### config.mk
export PLATFORM = sky130hd
export DESIGN_NAME = result_collect_control
export DESIGN_NICKNAME = d
export VERILOG_FILES = /design/src/rtl/result_collect_control.sv
export SDC_FILE = /design/constraint.sdc
export NUM_CORES = 1
export LEC_CHECK = 0
export CORE_MARGIN = 4
export CORE_UTILIZATION = 49
export DETAILED_ROUTE_END_ITERATION = 16
export HOLD_SLACK_MARGIN = 0.06
export PLACE_DENSITY = 0.87
export SETUP_SLACK_MARGIN = 0.5
export SLEW_MARGIN = 25
export SYNTH_ARGS = -nofsm -noshare
export SYNTH_HDL_FRONTEND = slang
export SYNTH_SLANG_ARGS = --single-unit
### constraint.sdc
create_clock -name clock -period 3.21 [get_ports clock]
set_input_delay 0.4815 -clock clock [delete_from_list [all_inputs] [get_ports clock]]
set_output_delay 0.4815 -clock clock [all_outputs]
set_load 0.01 [all_outputs]
### src/rtl/result_collect_control.sv
// Output-side sequencer: waits ACC_CYCLES after start, snapshots all PE lane
// accumulators in one cycle, clears them, then streams the snapshot lane 0 first.
module result_collect_control #(
  parameter int DATA_W     = 16,
  parameter int LANES      = 4,
  parameter int ACC_CYCLES = 4
) (
  input  logic                     clock,
  input  logic                     reset,
  input  logic                     start,
  input  logic [LANES*DATA_W-1:0]  lane_data,
  output logic [LANES-1:0]         acc_clear,
  output logic [DATA_W-1:0]        out_data,
  output logic                     out_valid,
  input  logic                     out_ready,
  output logic                     busy,
  output logic                     done,
  output logic [2:0]               fsm_state
);

  localparam int CNT_W = $clog2(ACC_CYCLES) + 1;
  localparam int IDX_W = (LANES > 1) ? $clog2(LANES) : 1;

  typedef enum logic [2:0] {
    S_IDLE    = 3'd0,
    S_ACCUM   = 3'd1,
    S_CAPTURE = 3'd2,
    S_DRAIN   = 3'd3,
    S_DONE    = 3'd4
  } state_t;

  state_t            state;
  logic [CNT_W-1:0]  cnt;
  logic [IDX_W-1:0]  index;
  logic [DATA_W-1:0] shadow [LANES];

  assign fsm_state = state;

  // Output stream handshake: a beat transfers on any rising edge where
  // out_valid and out_ready are both high; while out_valid is high and
  // out_ready is low, out_data and out_valid hold unchanged.
  always_ff @(posedge clock or posedge reset) begin
    if (reset) begin
      state     <= S_IDLE;
      cnt       <= '0;
      index     <= '0;
      acc_clear <= '0;
      out_data  <= '0;
      out_valid <= 1'b0;
      busy      <= 1'b0;
      done      <= 1'b0;
      for (int i = 0; i < LANES; i++) shadow[i] <= '0;
    end else begin
      case (state)
        S_IDLE: begin
          if (start) begin
            state <= S_ACCUM;
            cnt   <= '0;
            busy  <= 1'b1;
          end
        end
        S_ACCUM: begin
          cnt <= cnt + 1'b1;
          if (cnt == CNT_W'(ACC_CYCLES - 1)) begin
            state     <= S_CAPTURE;
            acc_clear <= '1;
          end
        end
        S_CAPTURE: begin
          // Snapshot and the first beat come from the same edge, so lane 0 is
          // presented on the cycle DRAIN begins.
          for (int i = 0; i < LANES; i++) shadow[i] <= lane_data[i*DATA_W +: DATA_W];
          out_data  <= lane_data[DATA_W-1:0];
          out_valid <= 1'b1;
          acc_clear <= '0;
          index     <= '0;
          state     <= S_DRAIN;
        end
        S_DRAIN: begin
          if (out_ready) begin
            if (index == IDX_W'(LANES - 1)) begin
              out_valid <= 1'b0;
              done      <= 1'b1;
              state     <= S_DONE;
            end else begin
              index    <= index + 1'b1;
              out_data <= shadow[index + 1'b1];
            end
          end
        end
        S_DONE: begin
          done  <= 1'b0;
          busy  <= 1'b0;
          state <= S_IDLE;
        end
        default: begin
          state     <= S_IDLE;
          acc_clear <= '0;
          out_valid <= 1'b0;
          busy      <= 1'b0;
          done      <= 1'b0;
        end
      endcase
    end
  end

endmodule

==> qor.txt, run 1 <==
status -> completed
antenna violations before repair -> 0
Final setup viols -> 0
Starting Density -> 51.6%
count leader, synth -> dfrtp_1
Crit path depth -> 3
Setup Buffers After CTS -> 0
CP arrival -> 2.32 ns
H-tree depth -> 3
WHS Endpoint -> index[1]
Post-CTS Hold Buffers -> 0
IO buf count -> 93
synthesized area -> 4070 um2
setup TNS -> 0 ns
Tapcells -> 102
f_max -> 478 MHz
Yosys warning count -> 0
Final #Nets -> 427
Max-cap violations -> 0
crit path max fanout -> 17
syn avg cell area -> 15.1 um2
unrepaired setup endpoints after global routing -> false
CTS tree -> done
max incr delay on CP -> 0.84 ns
Final WS setup -> 1.12 ns
largest net degree at the start of global routing -> 49
IO Pins -> 94
Worst slew margin -> 39.9%
Hold Vio Cnt, Final -> 0
Top Layout Cells -> 93 x clkdlybuf4s50_1, 92 x dfrtp_1, 65 x mux2_2
Post-synth EDFFs -> 0
Synth async-reset ratio -> 100%
Tightest Pin Transition -> 0.901 ns
worst path cell trace -> ha_1 > mux4_2 > a221o_1
yosys stat area -> 4070 um2
ClkCell Share -> 4.07%
Die H -> 99.2 um
CP startpoint -> index[0]
multiplexer area fraction after synthesis -> 27.5%
Core Area -> 7890 um2
Adder Area Share -> 0.922%
Cell Area, Placed -> 5050 um2
Signal buffers -> 98
starting DRC count in detailed routing -> 104
# diodes -> 0
crit path time final -> 2.09 ns
Largest cell class -> flip-flops and latches
# fillers -> 561
comb area leader -> multiplexers
# Cells Yosys -> 269
DR DRC count -> 0
non-clk buf share -> 18.9%
count of tool warnings -> 26
reg-to-reg setup timing slack -> 1.12 ns
Setup crit end kind -> flop
post-synth top area cell -> dfrtp_1
vias in the first global route -> 2638
ys flops -> 92
Root Buffer -> clkbuf_8
Simple Share, Synth -> 5.04%
main flop type -> dfrtp_1
syn nets -> 340
inverter count -> 4
DP Worst Slack -> 0.845 ns
Slew Viols, Final -> 0
drt wl/cell -> 17.3 um
layout clock buffer count -> 9
Synth top cells by count -> 92 x dfrtp_1, 65 x mux2_2, 16 x a221o_1, 16 x and2_1, 14 x buf_2
post-route ant nets -> 0
die area -> 9830 um2
flop share of the area -> 43.5%
total chip power -> 5.12 mW
global placer's final weighted congestion -> 0.755
gr usage total -> 16.8%
Worst Setup EP -> out_data[7]
Resized Gates After CTS -> 0
logic area -> 1630 um2
Seq. cell area -> 2300 um2
worst setup path class -> flop to flop
Complex Gates by Area -> 6.33%
hold path startpoint -> index[1]
Critical Path Source Type -> flop
Unique cell types -> 34
Synth Area in XOR/XNOR -> 0%
Slowest-stage cell, CP -> ha_1
WHS Path Cells -> 1
sequential share of the synthesized area -> 56.5%
multi-input gates -> 151
Cells after DPL -> 446
WP buf/inv -> 0
Top cells by area -> dfrtp_1 57%, mux2_2 18%, mux4_2 5.0%, mux4_1 4.5%, a221o_1 3.9%
Top delay family on crit path -> adder cells
Leak Pwr -> 2.17 nW
CTS Buffer Depth -> 2
maximum vdd ir drop -> 0.377 mV
reg2reg start -> index[0]
GRT Residual Overflow -> 0
r2r endpoint -> out_data[7]
via count -> 2559
worst reg-to-reg path cell count -> 3
Die W -> 99.2 um
Cells after Synth -> 269
Routed Wire Length -> 7.99 mm
drt first pass iters -> 4
Final period util -> 65.2%
first-pass GRT wire length -> 12.9 mm
HP Class -> flop to flop
post-DP HPWL -> 5.68 mm
WHS -> 0.502 ns
area grow syn2layout -> 30.0%
WP data required -> 3.43 ns
clock slew at reported path FFs -> 0.08 ns
Top-area cell share -> 56.5%
pwr/cell area -> 967 nW/um2
Via density -> 5.53
layout cells sized above 1 -> 27.4%
## run 1: layer usage
| metal | vias up | part of all wire (%) | global-route usage (%) |
|---|---|---|---|
| li1 | 1176 | - | - |
| met1 | 1296 | 43 | 21.3 |
| met2 | 70 | 50 | 27.7 |
| met3 | 17 | 5.8 | 4.42 |
| met4 | 0 | 2.0 | 6.30 |
| met5 | - | 0 | 0 |
## run 1: flip-flops by register name, summed over array words and instances, names as in the netlist
register   flops
shadow        64
index          2
cnt            3
acc_clear      1
fsm_state      3
out_valid      1
out_data      16
done           1
busy           1
## run 1: where the power goes
| part | leakage [nW] | switching, mW | internal, mW |
|---|---|---|---|
| clock | 0.109 | 0.392 | 0.436 |
| sequential | 1.09 | 0.342 | 1.75 |
| combinational | 0.973 | 0.824 | 1.37 |
| total | 2.17 | 1.56 | 3.56 |
Fig. 1: run 1, placed cells, one colour a class
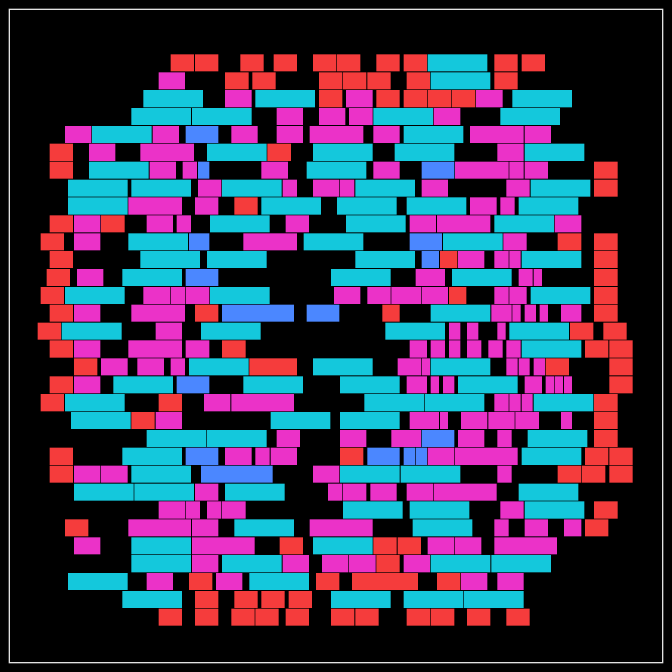
legend:
  clock drivers and dummy loads:
    colour: blue
    cells: 16
  flops:
    colour: cyan
    cells: 92
  other buffers and delay cells:
    colour: red
    cells: 98
  combinational and other logic:
    colour: magenta
    cells: 155
FP Rows: 32
Final Cell Area: 5290 um2
Core Util, Final: 67.1%

Fig. 2: run 1, clock wiring as the flow saved it
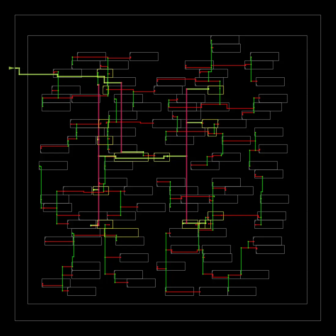
num sequential: 92
Latency at later pin: 0.35 ns
clock-net power: 828 uW
CTS buffer count: 9
clock sink count: 92

Fig. 3: run 1, gate-type map
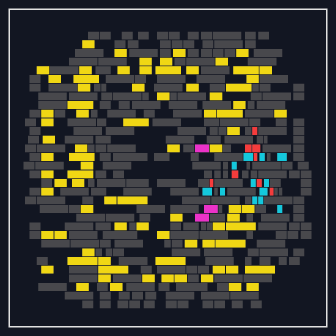
legend:
  multiplexers:
    colour: yellow
    cells: 81
    most_used: mux2_2
    where: all over the die
  adder and majority cells:
    colour: magenta
    cells: 3
    most_used: ha_1
  NAND gates:
    colour: red
    cells: 8
    most_used: nand2_1
    where: east
  inverting AOI/OAI gates:
    colour: cyan
    cells: 12
    most_used: a21oi_1
    where: east
Non-Filler Instances: 463
logic share of the area: 30.8%
Top cell excl fill/tap: clkdlybuf4s50_1

Fig. 4: run 1, clock network drawn from the DEF
Scale bar: 20 um.
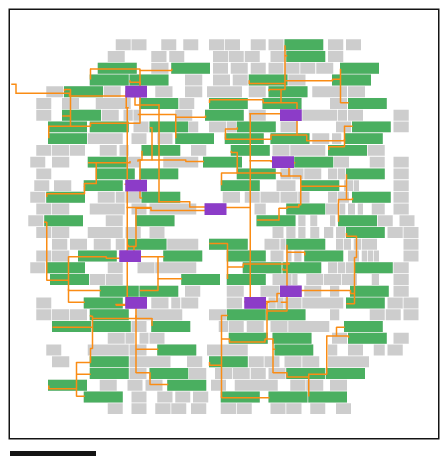
legend:
  flip-flops:
    colour: green
    count: 92
  clock drivers:
    colour: purple
    count: 9
  clock wires:
    colour: orange
    length: 979 um
flops lie: all over the die
Clock power frac: 16.2%
clk_skew: 0.0137 ns

==> run 2: changes to the inputs <==
Settings changed: CORE_UTILIZATION 49 to 45, PLACE_DENSITY 0.87 to 0.85.
Clock period 3.21 ns to 1.88 ns, I/O delays scaled along.
Fig. 5: run 2, gate-type map
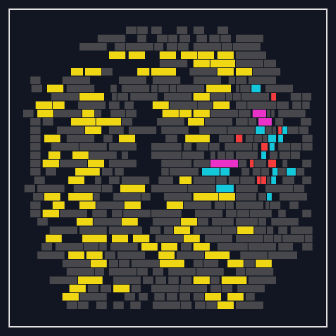
Top cell excl fill/tap: dfrtp_1
Non-Filler Instances: 511
logic share of the area: 31.3%

Fig. 6: run 2, placed cells, one colour a class
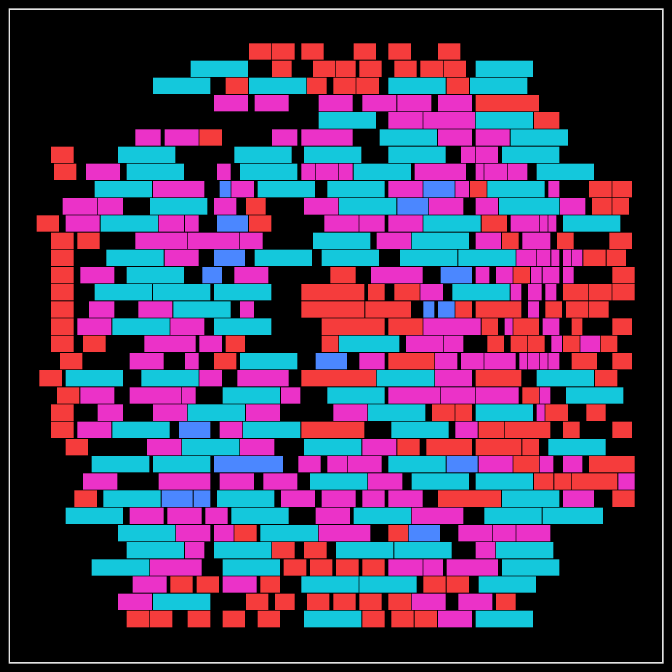
legend:
  other buffers and delay cells:
    colour: red
    cells: 138
  flops:
    colour: cyan
    cells: 92
  combinational and other logic:
    colour: magenta
    cells: 157
  clock drivers and dummy loads:
    colour: blue
    cells: 16
Core Area: 8760 um2
Core Util, Final: 69.8%
Final Cell Area: 6110 um2
flop share of the area: 37.7%
FP Rows: 34

Fig. 7: run 2, clock wiring as the flow saved it
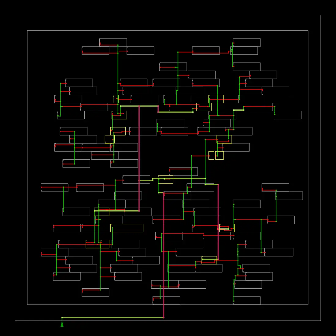
clock-net power: 1.36 mW
Latency at later pin: 0.36 ns
layout clock buffer count: 10
clk_skew: 0.0152 ns

==> qor.txt, run 2 <==
unrepaired setup endpoints after global routing -> true (was false)
Synth async-reset ratio -> 100% (unchanged)
clock sink count -> 92 (unchanged)
worst setup path class -> flop to flop (unchanged)
global placer's final weighted congestion -> 0.828 (was 0.755)
GR Util met1 -> 26.3% (was 21.3%)
syn avg cell area -> 15.1 um2 (unchanged)
Seq power -> 3.66 mW (was 2.09 mW)
Final #Nets -> 469 (was 427)
Tightest Pin Transition -> 0.421 ns (was 0.901 ns)
synthesized area -> 4070 um2 (unchanged)
DR top layer -> met4 (unchanged)
Final period util -> 89.6% (was 65.2%)
DR DRC count -> 0 (unchanged)
maximum vdd ir drop -> 0.689 mV (was 0.377 mV)
gr usage total -> 21.0% (was 16.8%)
# Cells Yosys -> 269 (unchanged)
Leak Pwr -> 2.67 nW (was 2.17 nW)
main flop type -> dfrtp_1 (unchanged)
Top reg by flops -> shadow (unchanged)
count of tool warnings -> 30 (was 26)
WP buf/inv -> 4 (was 0)
Cell Area, Placed -> 5430 um2 (was 5050 um2)
first-pass GRT wire length -> 16.6 mm (was 12.9 mm)
CTS Buffer Depth -> 2 (unchanged)
Adder Area Share -> 0.922% (unchanged)
Top cells by area -> dfrtp_1 57%, mux2_2 18%, mux4_2 5.0%, mux4_1 4.5%, a221o_1 3.9% (unchanged)
Crit path depth -> 7 (was 3)
Post-CTS Hold Buffers -> 0 (unchanged)
Worst slew margin -> 71.9% (was 39.9%)
net switching fraction of the power -> 31.6% (was 30.4%)
post-DP HPWL -> 6.26 mm (was 5.68 mm)
f_max -> 594 MHz (was 478 MHz)
WHS -> 0.345 ns (was 0.502 ns)
Max-cap violations -> 0 (unchanged)
Setup Buffers After CTS -> 16 (was 0)
post-synth top area cell -> dfrtp_1 (unchanged)
gr busiest metal -> met2 (unchanged)
Root Buffer -> clkbuf_8 (unchanged)
Yosys warning count -> 0 (unchanged)
Starting Density -> 46.5% (was 51.6%)
Top power group -> combinational logic (unchanged)
crit path time final -> 1.68 ns (was 2.09 ns)
Comb pwr share -> 52.1% (was 42.9%)
max reg flops -> 64 (unchanged)
Comb. pwr -> 5.46 mW (was 2.20 mW)
Final WS setup -> 0.195 ns (was 1.12 ns)
Sw Pwr -> 3.31 mW (was 1.56 mW)
Synth top cells by count -> 92 x dfrtp_1, 65 x mux2_2, 16 x a221o_1, 16 x and2_1, 14 x buf_2 (unchanged)
CTS buffer count -> 9 (unchanged)
Cells after Synth -> 269 (unchanged)
Die H -> 103 um (was 99.2 um)
M1 WL -> 4.31 mm (was 3.40 mm)
WP data required -> 2.13 ns (was 3.43 ns)
Slowest-stage cell, CP -> dfrtp_1 (was ha_1)
Critical Path Source Type -> flop (unchanged)
HP Class -> input port to asynchronous set/reset pin (was flop to flop)
total chip power -> 10.5 mW (was 5.12 mW)
Complex Gates by Area -> 6.33% (unchanged)
post-route ant nets -> 0 (unchanged)
drt wl/cell -> 20.6 um (was 17.3 um)
Setup crit end kind -> flop (unchanged)
worst path cell trace -> buf_6 > nor3b_4 > buf_12 > buf_4 > buf_16 > and2_1 > a221o_1 (was ha_1 > mux4_2 > a221o_1)
# fillers -> 583 (was 561)
yosys stat area -> 4070 um2 (unchanged)
count leader, synth -> dfrtp_1 (unchanged)
worst reg-to-reg path cell count -> 7 (was 3)
max incr delay on CP -> 0.42 ns (was 0.84 ns)
multiplexer area fraction after synthesis -> 27.5% (unchanged)
Slew Viols, Final -> 0 (unchanged)
WL met3 -> 468 um (was 462 um)
Final setup viols -> 0 (unchanged)
Die W -> 103 um (was 99.2 um)
antenna violations before repair -> 0 (unchanged)
ys flops -> 92 (unchanged)
setup TNS -> 0 ns (unchanged)
Top Layout Cells -> 89 x dfrtp_1, 67 x clkdlybuf4s50_1, 57 x mux2_4 (was 93 x clkdlybuf4s50_1, 92 x dfrtp_1, 65 x mux2_2)
via count -> 2844 (was 2559)
status -> completed (unchanged)
starting DRC count in detailed routing -> 108 (was 104)
Simple Share, Synth -> 5.04% (unchanged)
Top delay family on crit path -> buffers and inverters (was adder cells)
Top-area cell share -> 56.5% (unchanged)
vias in the first global route -> 3168 (was 2638)
syn nets -> 340 (unchanged)
Int Power -> 7.17 mW (was 3.56 mW)
met2 GRT Util -> 35.5% (was 27.7%)
die area -> 10600 um2 (was 9830 um2)
crit path max fanout -> 9 (was 17)
Reg power frac -> 34.9% (was 40.9%)
CTS tree -> done (unchanged)
biggest regs -> shadow x64, out_data x16 (unchanged)
Via density -> 5.57 (was 5.53)
GR Layer Usage met3 -> 4.60% (was 4.42%)
# diodes -> 0 (unchanged)
Hold Vio Cnt, Final -> 0 (unchanged)
GRT Residual Overflow -> 0 (unchanged)
clock slew at reported path FFs -> 0.10 ns (was 0.08 ns)
Post-synth EDFFs -> 0 (unchanged)
CP arrival -> 1.93 ns (was 2.32 ns)
drt first pass iters -> 5 (was 4)
comb area leader -> multiplexers (unchanged)
wire length on met2 -> 5.46 mm (was 3.97 mm)
layout cells sized above 1 -> 41.2% (was 27.4%)
Synth Area in XOR/XNOR -> 0% (unchanged)
sequential share of the synthesized area -> 56.5% (unchanged)
Cells after DPL -> 462 (was 446)
H-tree depth -> 3 (unchanged)
Routed Wire Length -> 10.5 mm (was 7.99 mm)
pwr/cell area -> 1710 nW/um2 (was 967 nW/um2)
largest net degree at the start of global routing -> 49 (unchanged)
Resized Gates After CTS -> 66 (was 0)
DP Worst Slack -> -0.0889 ns (was 0.845 ns)
Unique cell types -> 34 (unchanged)
IO Pins -> 94 (unchanged)
area grow syn2layout -> 50.1% (was 30.0%)
Clock power frac -> 13.0% (was 16.2%)
IO buf count -> 93 (unchanged)
run 2: worst paths after layout:
path / slack [ns] / start / endpoint
hold / removal: 0.35 / reset / fsm_state[2]
hold reg to reg: 0.51 / shadow[25] / shadow[25]
max in group asynchronous: 1.29 / reset / shadow[39]
min in group clock: 0.51 / shadow[25] / shadow[25]
setup / recovery: 0.20 / fsm_state[1] / out_data[13]
setup reg to reg: 0.20 / fsm_state[1] / out_data[13]
run 2: final cells by class:
| class | count | area [um2] | area share, % |
|---|---|---|---|
| flip-flops and latches | 92 | 2310 | 37.7 |
| clock inverters | 6 | 63.8 | 1.04 |
| clock buffers | 10 | 138 | 2.25 |
| well taps | 108 | 135 | 2.21 |
| repair buffers | 138 | 1540 | 25.1 |
| inverters | 4 | 18.8 | 0.307 |
| multi-input cells | 153 | 1920 | 31.3 |
==> run 3: changes to the inputs <==
Settings changed: SKIP_LAST_GASP set to 1.
Fig. 8: run 3, clock network drawn from the DEF
Scale bar: 20 um.
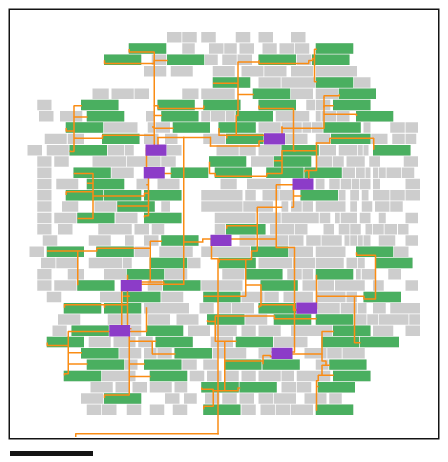
legend:
  flip-flops:
    colour: green
    count: 92
  clock wires:
    colour: orange
    length: 1100 um
  clock drivers:
    colour: purple
    count: 9
routed clock nets: 10
Clock power frac: 13.0%

Fig. 9: run 3, placed cells, one colour a class
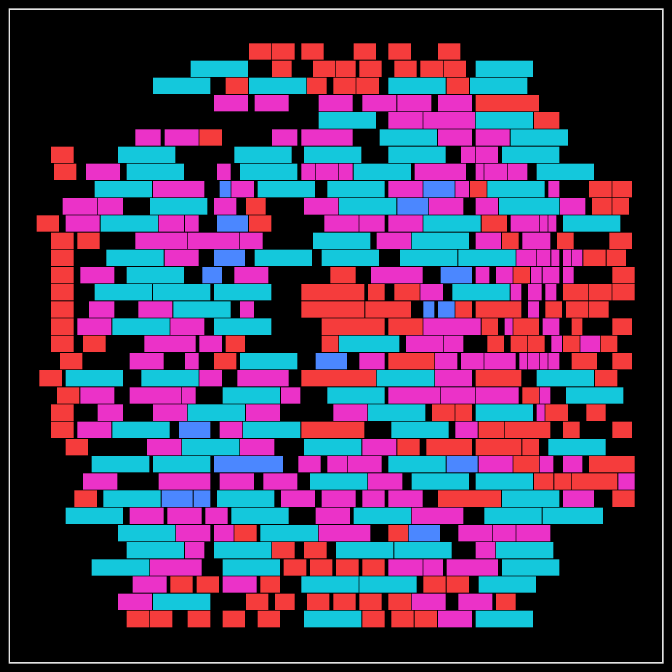

Fig. 10: run 3, gate-type map
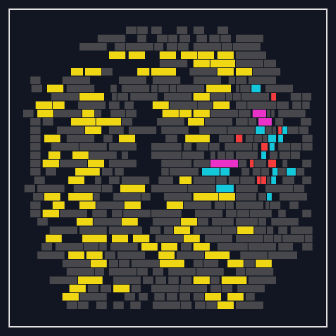
legend:
  adder and majority cells:
    colour: magenta
    cells: 3
    most_used: ha_1
  inverting AOI/OAI gates:
    colour: cyan
    cells: 14
    most_used: a21oi_1
    where: east
  NAND gates:
    colour: red
    cells: 8
    most_used: nand2_1
    where: east
  multiplexers:
    colour: yellow
    cells: 81
    most_used: mux2_4

==> qor.txt, run 3 <==
Top-area cell share -> 56.5% (unchanged)
Tightest Pin Transition -> 0.421 ns (unchanged)
WP buf/inv -> 4 (unchanged)
FP Rows -> 34 (unchanged)
status -> completed (unchanged)
# Cells Yosys -> 269 (unchanged)
die area -> 10600 um2 (unchanged)
crit path time final -> 1.68 ns (unchanged)
drt first pass iters -> 5 (unchanged)
yosys stat area -> 4070 um2 (unchanged)
net switching fraction of the power -> 31.6% (unchanged)
Top delay family on crit path -> buffers and inverters (unchanged)
Critical Path Source Type -> flop (unchanged)
Setup Buffers After CTS -> 16 (unchanged)
Top power group -> combinational logic (unchanged)
reg-to-reg setup timing slack -> 0.20 ns (about the same)
worst setup path class -> flop to flop (unchanged)
worst path cell trace -> buf_6 > nor3b_4 > buf_12 > buf_4 > buf_16 > and2_1 > a221o_1 (unchanged)
Setup crit end kind -> flop (unchanged)
Cells after DPL -> 462 (unchanged)
syn avg cell area -> 15.1 um2 (unchanged)
Synth async-reset ratio -> 100% (unchanged)
Worst slew margin -> 71.9% (unchanged)
Comb pwr share -> 52.1% (about the same)
Reg power frac -> 34.9% (about the same)
CP arrival -> 1.93 ns (about the same)
Final WS setup -> 0.195 ns (unchanged)
Resized Gates After CTS -> 66 (unchanged)
H-tree depth -> 3 (unchanged)
Final period util -> 89.6% (unchanged)
WHS -> 0.345 ns (unchanged)
Die W -> 103 um (unchanged)
Routed Wire Length -> 10.5 mm (unchanged)
Max-cap violations -> 0 (unchanged)
post-synth top area cell -> dfrtp_1 (unchanged)
Core Util, Final -> 69.8% (unchanged)
Crit path depth -> 7 (unchanged)
Final setup viols -> 0 (unchanged)
synthesized area -> 4070 um2 (unchanged)
unrepaired setup endpoints after global routing -> true (unchanged)
vias in the first global route -> 3168 (unchanged)
Top cells by area -> dfrtp_1 57%, mux2_2 18%, mux4_2 5.0%, mux4_1 4.5%, a221o_1 3.9% (unchanged)
global placer's final weighted congestion -> 0.828 (unchanged)
DP Worst Slack -> -0.0889 ns (unchanged)
post-route ant nets -> 0 (unchanged)
Top cell excl fill/tap -> dfrtp_1 (unchanged)
Latency at later pin -> 0.36 ns (about the same)
antenna violations before repair -> 0 (unchanged)
setup TNS -> 0 ns (unchanged)
Slew Viols, Final -> 0 (unchanged)
crit path max fanout -> 9 (unchanged)
clock-net power -> 1.36 mW (about the same)
Final Cell Area -> 6110 um2 (unchanged)
HP Class -> input port to asynchronous set/reset pin (unchanged)
ys flops -> 92 (unchanged)
Int Power -> 7.17 mW (unchanged)
Root Buffer -> clkbuf_8 (unchanged)
drt wl/cell -> 20.6 um (unchanged)
CTS Buffer Depth -> 2 (unchanged)
# diodes -> 0 (unchanged)
Hold Vio Cnt, Final -> 0 (unchanged)
layout cells sized above 1 -> 41.2% (unchanged)
Unique cell types -> 34 (unchanged)
count of tool warnings -> 30 (unchanged)
count leader, synth -> dfrtp_1 (unchanged)
post-DP HPWL -> 6.26 mm (unchanged)
max reg flops -> 64 (unchanged)
biggest regs -> shadow x64, out_data x16 (unchanged)
sequential share of the synthesized area -> 56.5% (unchanged)
Core Area -> 8760 um2 (unchanged)
Leak Pwr -> 2.67 nW (unchanged)
Starting Density -> 46.5% (unchanged)
worst reg-to-reg path cell count -> 7 (unchanged)
clock sink count -> 92 (unchanged)
IO Pins -> 94 (unchanged)
gr usage total -> 21.0% (unchanged)
f_max -> 594 MHz (unchanged)
pwr/cell area -> 1710 nW/um2 (unchanged)
clock slew at reported path FFs -> 0.10 ns (about the same)
Slowest-stage cell, CP -> dfrtp_1 (unchanged)
first-pass GRT wire length -> 16.6 mm (unchanged)
GRT Residual Overflow -> 0 (unchanged)
syn nets -> 340 (unchanged)
Cells after Synth -> 269 (unchanged)
Via density -> 5.57 (unchanged)
Cell Area, Placed -> 5430 um2 (unchanged)
Post-synth EDFFs -> 0 (unchanged)
reg2reg start -> fsm_state[1] (unchanged)
area grow syn2layout -> 50.1% (unchanged)
Yosys warning count -> 0 (unchanged)
Die H -> 103 um (unchanged)
Top Layout Cells -> 89 x dfrtp_1, 67 x clkdlybuf4s50_1, 57 x mux2_4 (unchanged)
max incr delay on CP -> 0.42 ns (about the same)
Comb. pwr -> 5.46 mW (about the same)
main flop type -> dfrtp_1 (unchanged)
via count -> 2844 (unchanged)
r2r endpoint -> out_data[13] (unchanged)
CP startpoint -> fsm_state[1] (unchanged)
maximum vdd ir drop -> 0.689 mV (unchanged)
Seq power -> 3.66 mW (about the same)
Non-Filler Instances -> 511 (unchanged)
starting DRC count in detailed routing -> 108 (unchanged)
IO buf count -> 93 (unchanged)
total chip power -> 10.5 mW (unchanged)
Final #Nets -> 469 (unchanged)
largest net degree at the start of global routing -> 49 (unchanged)
-- run 3: area by class of cell --
cell class | count | area, um2
inverters | 4 | 18.8
repair buffers | 138 | 1540
fillers | 583 | 2650
flip-flops and latches | 92 | 2310
multi-input cells | 153 | 1920
well taps | 108 | 135
clock inverters | 6 | 63.8
clock buffers | 10 | 138
-- run 3: routing by layer --
metal  wire length, um  share of wire, %  global-route usage [%]  vias to the layer above
li1                  -                 -                       -                     1260
met1              4310                41                    26.3                     1478
met2              5460                52                    35.5                       85
met3               468               4.5                    4.60                       21
met4               265               2.5                    8.47                        0
met5                 0                 0                       0                        -
-- run 3: logic make-up after synthesis --
logic type	share of synthesized area [%]
buf+inv	3.72
fa+ha+maj	0.922
simple gates	5.04
mux	27.5
compound gates	6.33
flops	56.5

==> notes/layouts.md <==
Pictures saved along the way, in no particular order.

Register map, names as in the netlist.
Other sequential cells in the stronger grey, the rest of the logic in the fainter grey.
image #1
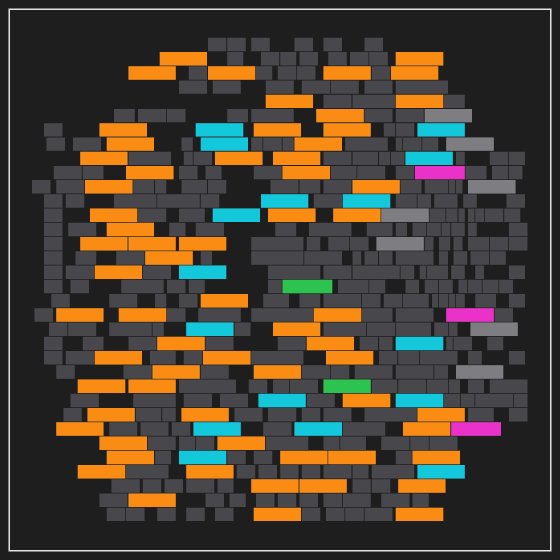
image #2
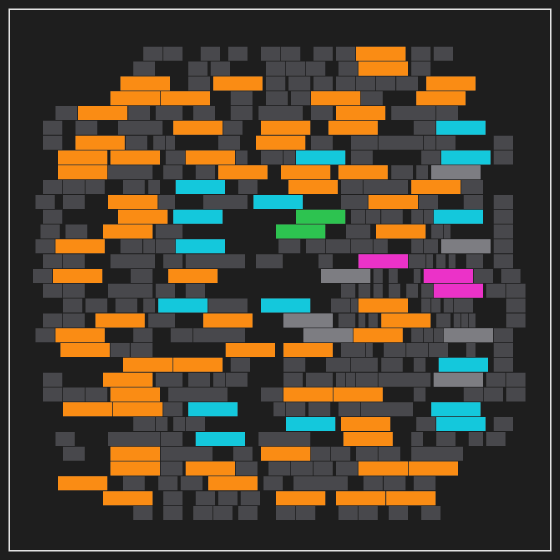
Image #2 is run 1.
Image #1 is run 3.

Key to image #2:
legend:
  `shadow`:
    colour: orange
    placed_flops: 64
  `fsm_state`:
    colour: magenta
    placed_flops: 3
  `index`:
    colour: green
    placed_flops: 2
  `out_data`:
    colour: cyan
    placed_flops: 16
not coloured: 7

Power and IR drop assume default switching activity.
